**src/rtl/if_fetch_if.sv**
```systemverilog
`default_nettype none
// ============================================================================
// Module      : if_fetch_if
// Description : Instruction-memory req/ack bus between the fetch stage
//               (master) and instruction memory (slave).
// Revision    : 1.0 - initial release
// ============================================================================
interface if_fetch_if #(
  parameter int W_PC   = 16,
  parameter int W_INST = 32
);
  logic              imem_req_o;
  logic [W_PC-1:0]   imem_addr_o;
  logic [W_INST-1:0] imem_data_i;
  logic              imem_ack_i;

  modport master (
    output imem_req_o,
    output imem_addr_o,
    input  imem_data_i,
    input  imem_ack_i
  );

  modport slave (
    input  imem_req_o,
    input  imem_addr_o,
    output imem_data_i,
    output imem_ack_i
  );
endinterface
`default_nettype wire

```
**src/rtl/if_fetch.sv**
```systemverilog
`default_nettype none
// ============================================================================
// Module      : if_fetch
// Description : Instruction fetch stage. Keeps the PC, runs a single
//               outstanding req/ack fetch, inserts NOP bubbles, buffers one
//               word under stall and redirects on branches (killing any
//               in-flight fetch).
// Revision    : 1.0 - initial release
// ============================================================================
module if_fetch #(
  parameter int                W_PC     = 16,
  parameter int                W_INST   = 32,
  parameter logic [W_PC-1:0]   RESET_PC = 16'h0000,
  parameter logic [W_INST-1:0] NOP_INST = 32'h3C00_0000
) (
  input  wire logic              clk,
  input  wire logic              rst,
  input  wire logic              stall_i,
  input  wire logic              br_taken_i,
  input  wire logic [W_PC-1:0]   br_addr_i,
  if_fetch_if.master             imem,
  output logic      [W_INST-1:0] inst_o,
  output logic      [W_PC-1:0]   pc_value_o,
  output logic                   fetch_busy_o
);

  typedef enum logic [1:0] {
    S_IDLE = 2'd0,
    S_REQ  = 2'd1,
    S_FULL = 2'd2
  } state_t;

  state_t            state, state_nxt;
  logic [W_PC-1:0]   pc_r, pc_nxt;
  logic              kill_r, kill_nxt;
  logic              buf_valid, buf_valid_nxt;
  logic [W_INST-1:0] buf_inst, buf_inst_nxt;
  logic [W_PC-1:0]   buf_pc, buf_pc_nxt;
  logic              req_r, req_nxt;
  logic [W_PC-1:0]   addr_r, addr_nxt;
  logic [W_INST-1:0] inst_r, inst_nxt;
  logic [W_PC-1:0]   pcv_r, pcv_nxt;
  logic              busy_r, busy_nxt;

  logic              xfer;
  logic [W_PC-1:0]   addr_inc;

  assign xfer     = req_r & imem.imem_ack_i;
  // Wraps modulo 2^W_PC naturally.
  assign addr_inc = addr_r + {{(W_PC-1){1'b0}}, 1'b1};

  assign imem.imem_req_o  = req_r;
  assign imem.imem_addr_o = addr_r;
  assign inst_o           = inst_r;
  assign pc_value_o       = pcv_r;
  assign fetch_busy_o     = busy_r;

  // State and datapath registers, asynchronously reset.
  always_ff @(posedge clk or negedge rst) begin
    if (!rst) begin
      state     <= S_IDLE;
      pc_r      <= RESET_PC;
      kill_r    <= 1'b0;
      buf_valid <= 1'b0;
      buf_inst  <= NOP_INST;
      buf_pc    <= '0;
      req_r     <= 1'b0;
      addr_r    <= '0;
      inst_r    <= NOP_INST;
      pcv_r     <= '0;
      busy_r    <= 1'b0;
    end else begin
      state     <= state_nxt;
      pc_r      <= pc_nxt;
      kill_r    <= kill_nxt;
      buf_valid <= buf_valid_nxt;
      buf_inst  <= buf_inst_nxt;
      buf_pc    <= buf_pc_nxt;
      req_r     <= req_nxt;
      addr_r    <= addr_nxt;
      inst_r    <= inst_nxt;
      pcv_r     <= pcv_nxt;
      busy_r    <= busy_nxt;
    end
  end

  // Next-state and next-output logic; branch beats kill beats normal flow.
  always_comb begin
    state_nxt     = state;
    pc_nxt        = pc_r;
    kill_nxt      = kill_r;
    buf_valid_nxt = buf_valid;
    buf_inst_nxt  = buf_inst;
    buf_pc_nxt    = buf_pc;
    req_nxt       = req_r;
    addr_nxt      = addr_r;
    inst_nxt      = inst_r;
    pcv_nxt       = pcv_r;

    if (br_taken_i) begin
      pc_nxt = br_addr_i;
      if (kill_r) begin
        // Already redirecting: just retarget; the pending ack is still junk.
        if (xfer) begin
          kill_nxt = 1'b0;
          addr_nxt = br_addr_i;
        end
      end else begin
        buf_valid_nxt = 1'b0;
        inst_nxt      = NOP_INST;
        pcv_nxt       = '0;
        state_nxt     = S_REQ;
        req_nxt       = 1'b1;
        // Address must stay stable until the outstanding request is acked.
        if (state == S_REQ && !xfer) begin
          kill_nxt = 1'b1;
        end else begin
          addr_nxt = br_addr_i;
        end
      end
    end else if (kill_r) begin
      if (!stall_i) begin
        inst_nxt = NOP_INST;
        pcv_nxt  = '0;
      end
      if (xfer) begin
        kill_nxt = 1'b0;
        addr_nxt = pc_r;
      end
    end else begin
      case (state)
        S_IDLE: begin
          state_nxt = S_REQ;
          req_nxt   = 1'b1;
          addr_nxt  = pc_r;
        end
        S_REQ: begin
          if (xfer) begin
            pc_nxt = addr_inc;
            if (!stall_i) begin
              inst_nxt = imem.imem_data_i;
              pcv_nxt  = addr_r;
              addr_nxt = addr_inc;
            end else begin
              buf_valid_nxt = 1'b1;
              buf_inst_nxt  = imem.imem_data_i;
              buf_pc_nxt    = addr_r;
              req_nxt       = 1'b0;
              state_nxt     = S_FULL;
            end
          end else if (!stall_i) begin
            inst_nxt = NOP_INST;
            pcv_nxt  = '0;
          end
        end
        S_FULL: begin
          if (!stall_i) begin
            inst_nxt      = buf_inst;
            pcv_nxt       = buf_pc;
            buf_valid_nxt = 1'b0;
            req_nxt       = 1'b1;
            addr_nxt      = pc_r;
            state_nxt     = S_REQ;
          end
        end
        default: begin
          state_nxt = S_IDLE;
          req_nxt   = 1'b0;
        end
      endcase
    end

    busy_nxt = req_nxt | buf_valid_nxt;
  end

endmodule
`default_nettype wire
```
**src/flat_wrapper.sv**
```systemverilog
// flat-port wrapper written by rule: the top's interface ports become plain ports
module if_fetch_flat 
#(
  parameter int                W_PC     = 16,
  parameter int                W_INST   = 32,
  parameter logic [W_PC-1:0]   RESET_PC = 16'h0000,
  parameter logic [W_INST-1:0] NOP_INST = 32'h3C00_0000
)
  (clk, rst, stall_i, br_taken_i, br_addr_i, inst_o, pc_value_o, fetch_busy_o, imem_imem_req_o, imem_imem_addr_o, imem_imem_data_i, imem_imem_ack_i);
  if_fetch_if #(.W_PC(W_PC), .W_INST(W_INST)) imem_i ();
  input  wire logic clk;
  input  wire logic rst;
  input  wire logic stall_i;
  input  wire logic br_taken_i;
  input  wire logic [W_PC-1:0] br_addr_i;
  output logic      [W_INST-1:0] inst_o;
  output logic      [W_PC-1:0] pc_value_o;
  output logic fetch_busy_o;
  output wire logic [$bits(imem_i.imem_req_o)-1:0] imem_imem_req_o;
  output wire logic [$bits(imem_i.imem_addr_o)-1:0] imem_imem_addr_o;
  input wire logic [$bits(imem_i.imem_data_i)-1:0] imem_imem_data_i;
  input wire logic [$bits(imem_i.imem_ack_i)-1:0] imem_imem_ack_i;
  assign imem_imem_req_o = imem_i.imem_req_o;
  assign imem_imem_addr_o = imem_i.imem_addr_o;
  assign imem_i.imem_data_i = imem_imem_data_i;
  assign imem_i.imem_ack_i = imem_imem_ack_i;
  if_fetch #(.W_PC(W_PC), .W_INST(W_INST), .RESET_PC(RESET_PC), .NOP_INST(NOP_INST)) u_core (.clk(clk), .rst(rst), .stall_i(stall_i), .br_taken_i(br_taken_i), .br_addr_i(br_addr_i), .imem(imem_i), .inst_o(inst_o), .pc_value_o(pc_value_o), .fetch_busy_o(fetch_busy_o));
endmodule
```
**config.mk**
```make
export PLATFORM = sky130hd
export DESIGN_NAME = if_fetch_flat
export DESIGN_NICKNAME = d
export VERILOG_FILES = /design/src/rtl/if_fetch_if.sv /design/src/rtl/if_fetch.sv /design/src/flat_wrapper.sv
export SDC_FILE = /design/constraint.sdc
export NUM_CORES = 1
export LEC_CHECK = 0
export ABC_AREA = 0
export ABC_CLOCK_PERIOD_IN_PS = 1950
export CORE_UTILIZATION = 49
export CTS_CLUSTER_SIZE = 10
export DETAILED_ROUTE_END_ITERATION = 7
export GPL_TIMING_DRIVEN = 0
export PLACE_DENSITY = 0.77
export SETUP_SLACK_MARGIN = 0.2
export SKIP_LAST_GASP = 1
export SLEW_MARGIN = 20
export SYNTH_ARGS = -nofsm -noshare
export SYNTH_HDL_FRONTEND = slang
export SYNTH_SLANG_ARGS = --single-unit
```
**constraint.sdc**
```tcl
create_clock -name clk -period 1.95 [get_ports clk]
set_input_delay 0.39 -clock clk [delete_from_list [all_inputs] [get_ports clk]]
set_output_delay 0.39 -clock clk [all_outputs]
set_load 0.02 [all_outputs]
```
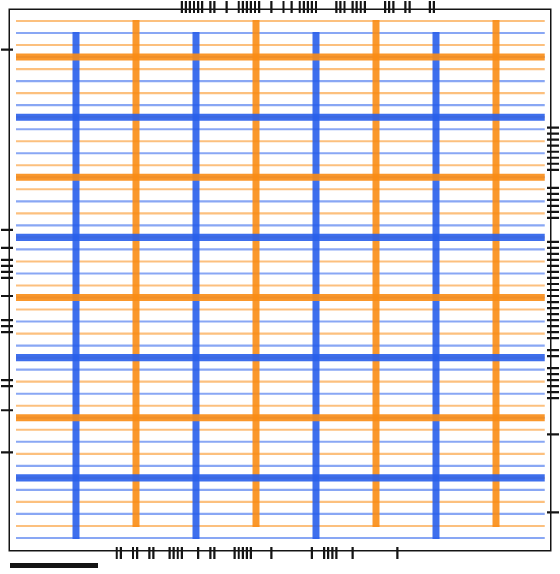
(run_1/pdn.png)
The bar under the picture is 20 µm long. Pins as bars on the die edge.
Orange shows VDD. Blue shows VSS.
119 signal pins sit on the boundary. 44 met1 rails follow the rows. The core has 43 rows.

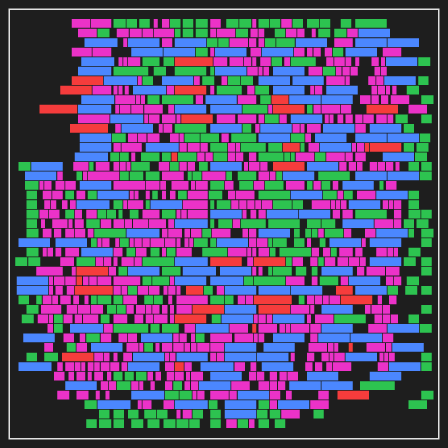
(run_1/cell_classes.png)
Green shows other buffers and delay cells, cells 266, share of their area 26%. Blue shows flip-flops, cells 134, share of their area 32%. Magenta shows all other logic, cells 518, share of their area 37%. Red shows clock drivers and dummy loads, cells 32, share of their area 6.2%.

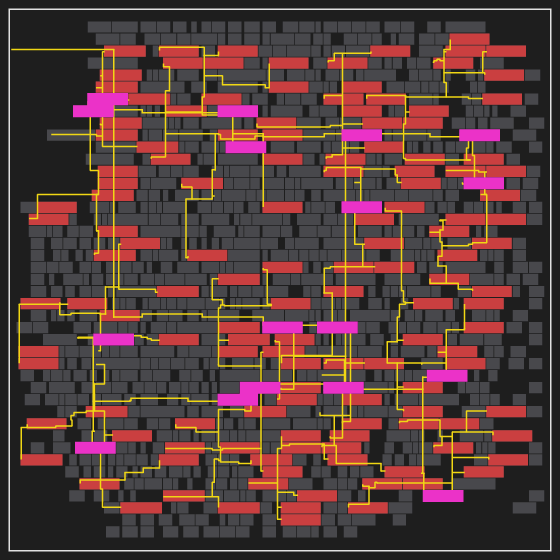
(run_1/clock_map.png)
Magenta shows cells driving clock nets, count 17. Red shows flip-flops, count 134. Yellow shows clock wires, length 1880 µm.
There are 18 routed clock nets. Position of the flops: widely spread.

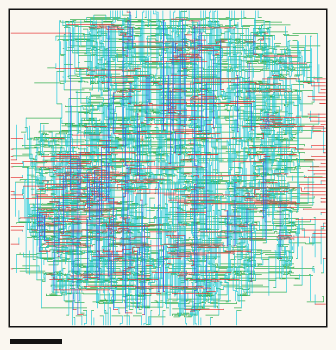
(run_1/metal_stack.png)
The bar under the picture is 20 µm long.
Blue shows met4, wire length 1860 µm. Cyan shows met2, wire length 13500 µm. Green shows met1, wire length 10500 µm. Red shows met3, wire length 3030 µm.

==> run 1: worst paths after layout <==
| kind | startpoint | to | cells past startpoint |
|---|---|---|---|
| setup / recovery | u_core.state[1] | u_core.imem.imem_addr_o[0] | 7 |
| hold / removal | br_taken_i | u_core.pc_r[15] | 3 |
| setup reg to reg | u_core.state[1] | u_core.imem.imem_addr_o[0] | 7 |
| hold reg to reg | u_core.inst_o[27] | u_core.inst_o[27] | 2 |
| max in group asynchronous | rst | u_core.inst_o[26] | 3 |
| min in group asynchronous | rst | u_core.inst_o[6] | 2 |
==> run 1: per-layer routing <==
metal | GRT usage | part of all wire
met1 | 0.4111 | 0.36
met2 | 0.5177 | 0.47
met3 | 0.08567 | 0.10
met4 | 0.1623 | 0.064
met5 | 0 | 0
==> qor.txt, run 1 <==
Run status - finished, violations left
Failing checks - negative setup slack
Yosys Instances - 723
TritonCTS clock tree - built
Post-synth EDFFs - 0
Tapcell Cnt - 180
Dominant flop cell - dfrtp_1
Inserted Clock Buffers - 17
AND/OR/NAND/NOR Cells, Area Fraction - 0.1457
Fillers - 803
Plain + repair buffers - 266
Yosys aoi share - 0.2235
Dominant class by area - multi-input combinational cells
Share of layout cells above drive strength 1 - 0.3137
Final hold vios - 0
Sequential group power - 5.08 mW
Fmax achieved - 0.4927 GHz
Worst-margin pin slew - 0.6607 ns
Post-route design area - 10880 µm²
Final setup TNS - -0.1195 ns
GRT overflow - 0
Fp util - 0.5058
Yosys chip area - 7076 µm²
Vias in the first global route - 7028
Mux frac, synth - 0.08382
Period minus WS final - 2.030 ns
Sequential share of cell area - 0.3107
WP data arrival - 2.37 ns
Setup violators final - 5
Die X - 122.2 µm
WP buf/inv - 2
# hold bufs at CTS - 1
Dpl cells - 1020
Initial antenna violation count - 0
Placed cell area - 8612 µm²
Total GRT Usage - 0.3260
DP Worst Slack - -0.6812 ns
Seq pwr share - 0.268
Clock buffer count - 24
Hold/Removal Path Class - primary input to flop
Nonclk inv count - 10
Clock group - 3.65 mW
Flip-flops - 134
DRC Markers - 0
Commonest Layout Cell - dfrtp_1
Peak VDD IR - 1.032 mV
Final WS setup - -0.07970 ns
Clk_skew - 0.01193 ns
Drt initial violations - 999
Chip area - 14920 µm²
RSZ-0062 raised after global routing - true
Yosys cell types - 56
Comb gates - 508
Leak - 4.967 nW
Net Switching - 7.665 mW
Synth top cells by count - dfrtp_1 (126), nand2_1 (81), o21ai_0 (62)
Synth Seq Share - 0.4753
==> run_1/final_congestion.png <==
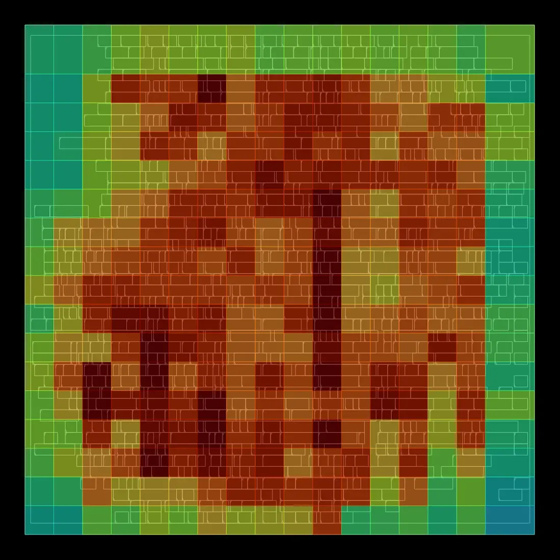

--- run 2 (diff from run 1) ---
--- a/config.mk
+++ b/config.mk
@@ -13,7 +13,6 @@
 export GPL_TIMING_DRIVEN = 0
 export PLACE_DENSITY = 0.77
 export SETUP_SLACK_MARGIN = 0.2
-export SKIP_LAST_GASP = 1
 export SLEW_MARGIN = 20
 export SYNTH_ARGS = -nofsm -noshare
 export SYNTH_HDL_FRONTEND = slang
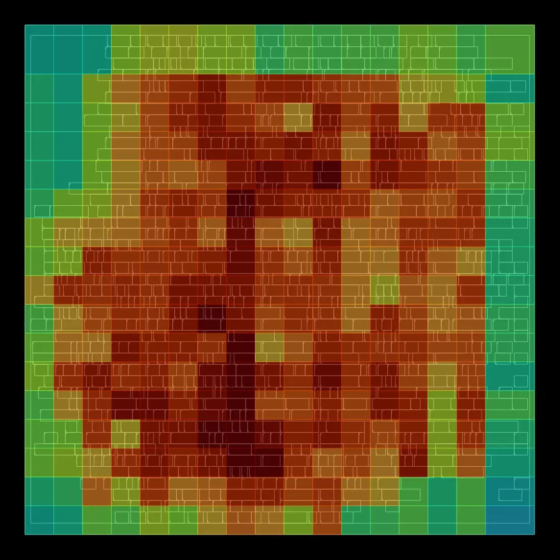
(run_2/final_congestion.png)
final core utilization: 0.7850
Total GRT Usage: 0.3260

==> run 2 against run 1 <==
  * The run still ends with negative setup slack left
  * Total power is 1.7% higher
  * Clock skew increased by 0.0011 ns
  * Highest routed layer unchanged
  * Area after synthesis stayed put
  * Sequential cell count stayed put
  * Global-route usage stayed put
  * Synthesized cell count is the same
==> qor.txt, run 2 <==
Run status - finished, violations left
Failing checks - negative setup slack
Final WS setup - -0.1042 ns
Number of cells on the critical path - 9
Fmax achieved - 0.4868 GHz
Share of layout cells above drive strength 1 - 0.3211
Worst Hold End - u_core.pc_r[15]
Worst r2r src - u_core.state[1]
Mux frac, synth - 0.08382
Synth Seq Share - 0.4753
Routed wl met3 - 3.147 mm
Die X - 122.2 µm
Final hold vios - 0
Synth top cells by count - dfrtp_1 (126), nand2_1 (81), o21ai_0 (62)
GR Util met2 - 0.5177
Yosys chip area - 7076 µm²
Met2 wire length - 13.85 mm
GRT overflow - 0
Busiest grt layer - met2
Tcrit/Tclk final - 1.053
Die height - 122.2 µm
Post-route design area - 10980 µm²
AND/OR/NAND/NOR Cells, Area Fraction - 0.1457
Clk_skew - 0.01306 ns
# hold bufs at CTS - 1
Commonest Layout Cell - dfrtp_1
Fp util - 0.5058
WP data arrival - 2.36 ns
Peak VDD IR - 0.9697 mV
Yosys aoi share - 0.2235
Dpl cells - 1020
M1 wire length - 10.49 mm
Hold/Removal Path Class - primary input to flop
Critical Path Source - u_core.state[1]
Drt initial violations - 1291
Placed cell area - 8612 µm²
Leak - 5.000 nW
Dominant flop cell - dfrtp_1
Worst r2r dst - u_core.imem.imem_addr_o[11]
Crit path capture - u_core.imem.imem_addr_o[11]
Yosys Instances - 723
Period minus WS final - 2.054 ns
Vias in the first global route - 7028
Hold Path Depth - 3
Highest Signal Layer - met4
Inserted Clock Buffers - 17
CTS Sinks - 134
DRC Markers - 0
Crit path max fanout - 6
Initial antenna violation count - 0
Max-slew headroom - 0.5213
GR Util met1 - 0.4111
Yosys cell types - 56
Setup violators final - 31
Setup CP Type - flop to flop
Met3 Usage GRT - 0.08567
TritonCTS clock tree - built
WP buf/inv - 4
Chip area - 14920 µm²
Worst min-delay path startpoint - br_taken_i
Post-synth EDFFs - 0
Worst-margin pin slew - 0.7180 ns
RSZ-0062 raised after global routing - true
Final setup TNS - -0.7971 ns
Worst r2r path cells - 9
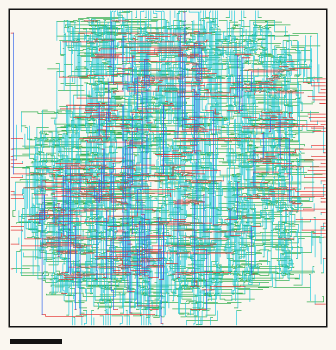
(run_2/metal_stack.png)
The bar under the picture is 20 µm long.
Green shows met1, wire length 10500 µm. Cyan shows met2, wire length 13900 µm. Blue shows met4, wire length 1770 µm. Red shows met3, wire length 3150 µm.

run 2: area by class of cell:
class | instances | area, µm²
multi-input combinational | 508 | 3938
clock buffer | 24 | 491.7
tap | 180 | 225.2
buffer | 71 | 655.6
timing repair buffer | 195 | 2083
inverter | 10 | 37.54
clock inverter | 8 | 167.7
sequential | 134 | 3382
fill | 772 | 3008
run 2: metrics by stage:
| stage | setup WS [ns] | hold slack [ns] |
|---|---|---|
| finish | -0.1042 | 0.3613 |
| global route | -0.1566 | 0.3853 |
| floorplan | 0.1585 | 0.09441 |
| CTS | 0.04837 | 0.3456 |
| global placement | -5.293 | 0.4761 |
| detailed placement | -0.6812 | 0.3852 |
run 2: report_power, final:
part	total [mW]	switching, mW	internal (mW)
registers	5.10	1.14	3.96
clock network	3.66	1.26	2.40
logic	10.5	5.44	5.03
==> run_2/pdn.png <==
The bar under the picture is 20 µm long. Pins as bars on the die edge.
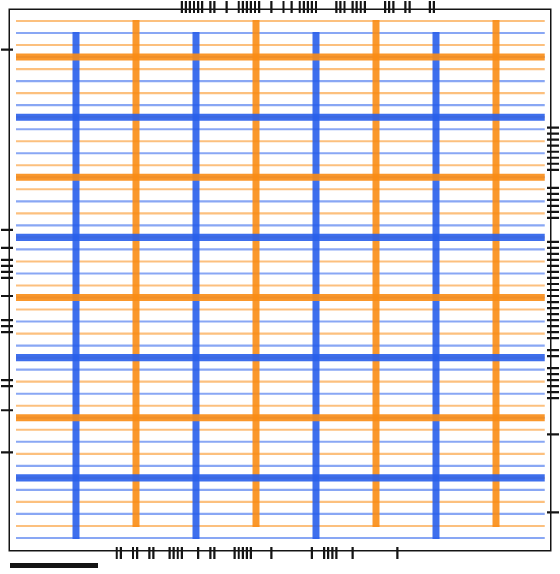

--- run 3 (diff from run 2) ---
--- a/config.mk
+++ b/config.mk
@@ -7,6 +7,7 @@
 export LEC_CHECK = 0
 export ABC_AREA = 0
 export ABC_CLOCK_PERIOD_IN_PS = 1950
+export CORE_ASPECT_RATIO = 1.25
 export CORE_UTILIZATION = 49
 export CTS_CLUSTER_SIZE = 10
 export DETAILED_ROUTE_END_ITERATION = 7
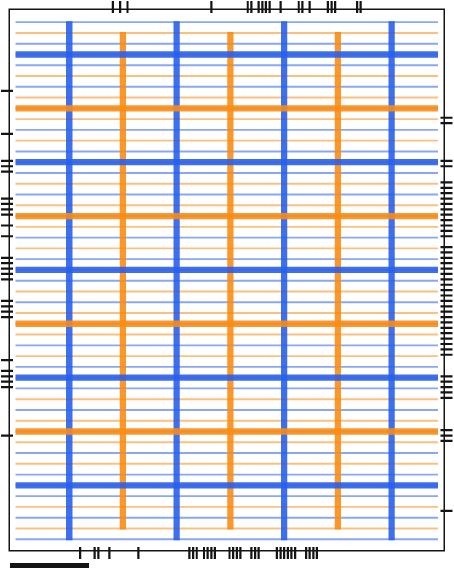
(run_3/pdn.png)
The bar under the picture is 20 µm long. Pins as bars on the die edge.
Orange shows VDD. Blue shows VSS.
49 met1 rails follow the rows. 9 straps on met5.

==> run 3 against run 2 <==
  * The run still ends with negative setup slack left
  * Clock skew fell by 0.0011 ns
  * Final cell count fell by 1.4%
  * Utilization rose by 0.51 points
  * Sequential power barely moved
  * Critical endpoint is now u_core.imem.imem_addr_o[12]
  * Largest cell class unchanged
  * Largest power group unchanged
==> qor.txt, run 3 <==
DRC Markers - 0
Worst Hold End - u_core.pc_r[15]
DP Worst Slack - -0.7591 ns
Register area - 3383 µm²
Crit path max fanout - 6
Setup violators final - 15
Worst min-delay path startpoint - br_taken_i
Total GRT Usage - 0.3363
Worst r2r src - u_core.state[0]
Flip-flops - 134
Placed cell area - 8606 µm²
Seq pwr share - 0.264
Worst r2r dst - u_core.imem.imem_addr_o[12]
Clk_skew - 0.01192 ns
Comb/total area - 0.3661
Clock buffer count - 20
Die height - 136.4 µm
Yosys cell types - 56
Min Hold Slack - 0.3571 ns
Failing checks - negative setup slack
Chip area - 14930 µm²
Switch share - 0.4104
Max-slew headroom - 0.5312
Die X - 109.5 µm
Hold Path Depth - 3
Yosys Instances - 723
Post-synth EDFFs - 0
Dominant flop cell - dfrtp_1
Fillers - 761
Hold/Removal Path Class - primary input to flop
Leak - 4.953 nW
Fmax achieved - 0.5024 GHz
Logic area - 4030 µm²
Commonest Layout Cell - dfrtp_1
Dominant class by area - multi-input combinational cells
Setup CP Type - flop to flop
Clock-cell share of area - 0.05831
Synth Seq Share - 0.4753
Final setup TNS - -0.2209 ns
Final core utilization - 0.7901
Non-clock buffers, area share - 0.2449
Net Switching - 7.981 mW
Sequential share of cell area - 0.3073
Sequential group power - 5.13 mW
Clock power share - 0.184
Final WS setup - -0.04029 ns
Synth top cells by count - dfrtp_1 (126), nand2_1 (81), o21ai_0 (62)
Run status - finished, violations left
Peak VDD IR - 1.103 mV
RSZ-0062 raised after global routing - true
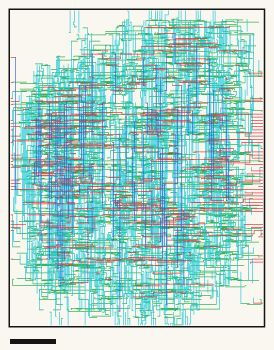
(run_3/metal_stack.png)
The bar under the picture is 20 µm long.
Green shows met1, wire length 9940 µm. Cyan shows met2, wire length 13800 µm. Blue shows met4, wire length 1900 µm. Red shows met3, wire length 3050 µm.

-- run 3: kinds of logic (layout without fill, tap and decap cells) --
family / Yosys count / after routing / synth area share
multiplexers: 53 / 53 / 0.08382
adder cells (fa/ha/maj): 6 / 6 / 0.01061
AND-OR/OR-AND: 233 / 233 / 0.2235
AND/OR/NAND/NOR: 207 / 207 / 0.1457
XOR/XNOR: 9 / 9 / 0.01114
buffers and inverters: 81 / 297 / 0.04987
flip-flops: 134 / 134 / 0.4753
-- run 3: routing by layer --
metal | up-vias | global-route usage | wire length (µm) | share of wire
li1 | 3106 | - | - | -
met1 | 3764 | 0.4049 | 9944 | 0.35
met2 | 687 | 0.5563 | 13780 | 0.48
met3 | 182 | 0.05896 | 3053 | 0.11
met4 | 0 | 0.2052 | 1904 | 0.066
met5 | - | 0 | 0 | 0
No activity file was given, so power comes from the tool's default toggle rates.
